Signal metal coverage by tile:
(6 px per um) The die is cut into 12 by 12 equal tiles; white is low, dark blue is high, scaled to the fullest tile. Values are wire area over tile area, all layers added.
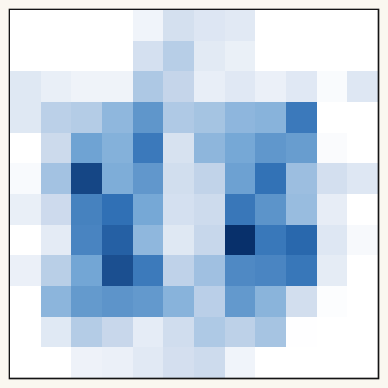
Routing congestion:
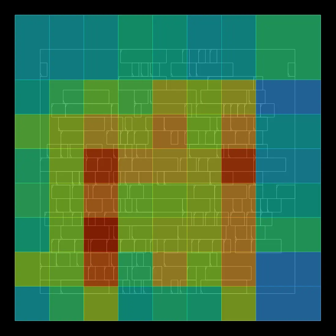
Zoomed window:
Window x 16 to 46, y 3 to 33 um. Cells in gray, sequential cells in the stronger gray; small squares are vias.
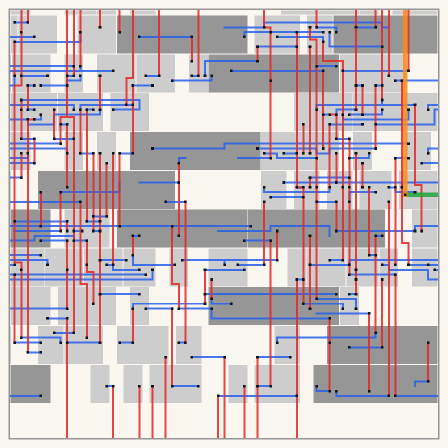
==> config.mk <==
export PLATFORM = sky130hd
export DESIGN_NAME = sdram_aref
export DESIGN_NICKNAME = d
export VERILOG_FILES = /design/src/rtl/sdram_aref.sv
export SDC_FILE = /design/constraint.sdc
export NUM_CORES = 1
export LEC_CHECK = 0
export ABC_CLOCK_PERIOD_IN_PS = 1250
export CAP_MARGIN = 15
export CORE_MARGIN = 5
export CORE_UTILIZATION = 45
export DETAILED_ROUTE_END_ITERATION = 7
export GPL_ROUTABILITY_DRIVEN = 0
export PLACE_DENSITY = 0.75
export SLEW_MARGIN = 20
export SYNTH_ARGS = -nofsm -noshare
export SYNTH_HDL_FRONTEND = slang
export SYNTH_SLANG_ARGS = --single-unit
export TNS_END_PERCENT = 1
==> constraint.sdc <==
create_clock -name clk -period 1.25 [get_ports clk]
set_input_delay 0.25 -clock clk [delete_from_list [all_inputs] [get_ports clk]]
set_output_delay 0.25 -clock clk [all_outputs]
set_load 0.01 [all_outputs]
==> results.sh <==
# source this file to load flow results
export IMPL_pg_seq_w=0.000978
export IMPL_fin_crit_sh=1.13
export IMPL_fmax_ghz=0.707
export IMPL_ios=25
export IMPL_ff2ff_path_depth=6
export IMPL_row_count=18
export IMPL_crit_chain="inv_1, ha_2, and4bb_2, nand3_4, o21ai_4, nor2_1"
export IMPL_worst_hold_slack_ns=0.253
export IMPL_comb_cells=86
export IMPL_utilization=0.626
export IMPL_finalSetupViolations=15
export IMPL_syn_avg_cell_area_sq_um=9.95
export IMPL_numSynthFlops=22
export IMPL_dieArea_sq_um=3760
export IMPL_yosysTopAreaCell="dfrtp_1"
export IMPL_ys_warnings_count=0
export IMPL_grt_setup_unrepaired="yes"
export IMPL_buffers_excl_clock=40
export IMPL_initial_utilization=0.473
export IMPL_hold_buffers=0
export IMPL_synth_seq_share=0.468
export IMPL_seqCellArea_sq_um=558
export IMPL_top_cell_area_share=0.402
export IMPL_status="finished with violations"
export IMPL_yosysChipArea_sq_um=1180
export IMPL_yosysUniqueCellTypes=38
export IMPL_maxCapViolCount=0
export IMPL_fin_ws_ns=-0.164
export IMPL_design_seq_count=22
export IMPL_dp_hpwl_mm=1.92
export IMPL_clock_buffers=4
export IMPL_violations="negative setup slack"
export IMPL_switching_share=0.347
export IMPL_synth_area_sq_um=1180
export IMPL_drt_iter0_drc=25
export IMPL_nNonClkInverters=5
export IMPL_clk_power_w=0.000315
export IMPL_cts_buffer_depth=2
export IMPL_worst_r2r_setup_slack_ns=-0.16
export IMPL_route_detailed_drc=0
export IMPL_worstSetupStartpointType="flop"
export IMPL_power_w=0.00266
export IMPL_fin_crit_ns=1.41
export IMPL_nWellTaps=30
Back to the opening pictures, 'signal metal coverage by tile':
tiles over half the peak: 22%
densest ninth of the die: center
fullest tile: 0.38
Routed WL per cell: 13.1 um
Total Routed Length: 2.46 mm
all-layer global routing usage: 0.152
routed vias: 919

Back to the opening pictures, 'routing congestion':
met2 usage: 0.276
layer with the highest usage: met2
GR Util met3: 0.0231

Back to the opening pictures, 'zoomed window':
[green] M3
[orange] M4
[red] M2
[blue] M1
most frequent: buf_4 (9), dfrtp_1 (8), nand2_1 (5)
cells with their middle in the window: 62
sequential cells in the window: 10

-- placed cells by master, fill, tap and decap left out, types with 3 or more instances in the layout --
cell and instances:
conb_1 12, xnor2_1 4, nor2_1 11, inv_1 4, xor2_1 4, dfstp_2 3
buf_4 26, nand3_1 5, dfrtp_2 3, clkdlybuf4s15_1 5, nand2_1 10, a21oi_1 5
buf_2 3, dfrtp_1 16, clkbuf_4 3, clkdlybuf4s50_1 3
-- kinds of logic (layout without fill, tap and decap cells) --
| group | Yosys count | after routing | share of synthesized area |
|---|---|---|---|
| other cells | 1 | 12 | 0.00317 |
| fa+ha+maj | 4 | 4 | 0.0423 |
| buf+inv | 22 | 49 | 0.113 |
| compound gates | 22 | 22 | 0.134 |
| simple gates | 40 | 40 | 0.180 |
| flops | 22 | 22 | 0.468 |
| xor+xnor | 8 | 8 | 0.0592 |
-- worst max-delay path: cells and delay by family (launching register included) --
family / cells / cell delay [ns]
simple gates: 3 / 0.45
fa+ha+maj: 1 / 0.15
buf+inv: 1 / 0.07
flops: 1 / 0.43
compound gates: 1 / 0.22
-- stage by stage --
| stage | instances | TNS (ns) | cell area, sq um |
|---|---|---|---|
| floorplan | 130 | -0.667 | 1260 |
| finish | 187 | -1.62 | 1560 |
| CTS | 187 | -1.79 | 1560 |
| detailed placement | 180 | -2.16 | 1500 |
| global route | 187 | -3.30 | 1560 |
| global placement | 180 | -1.61 | 1500 |
-- what timing repair did --
item,in CTS,in global routing
endpoints found under the setup margin,24,20
setup buffers,3,0
pin swaps,2,0
resized,31,4
-- per-layer routing --
layer,global-route usage,up-vias,part of all wire
li1,-,460,-
met1,0.187,449,0.40
met2,0.276,8,0.57
met3,0.0231,2,0.021
met4,0.0372,0,0.0057
met5,0,-,0
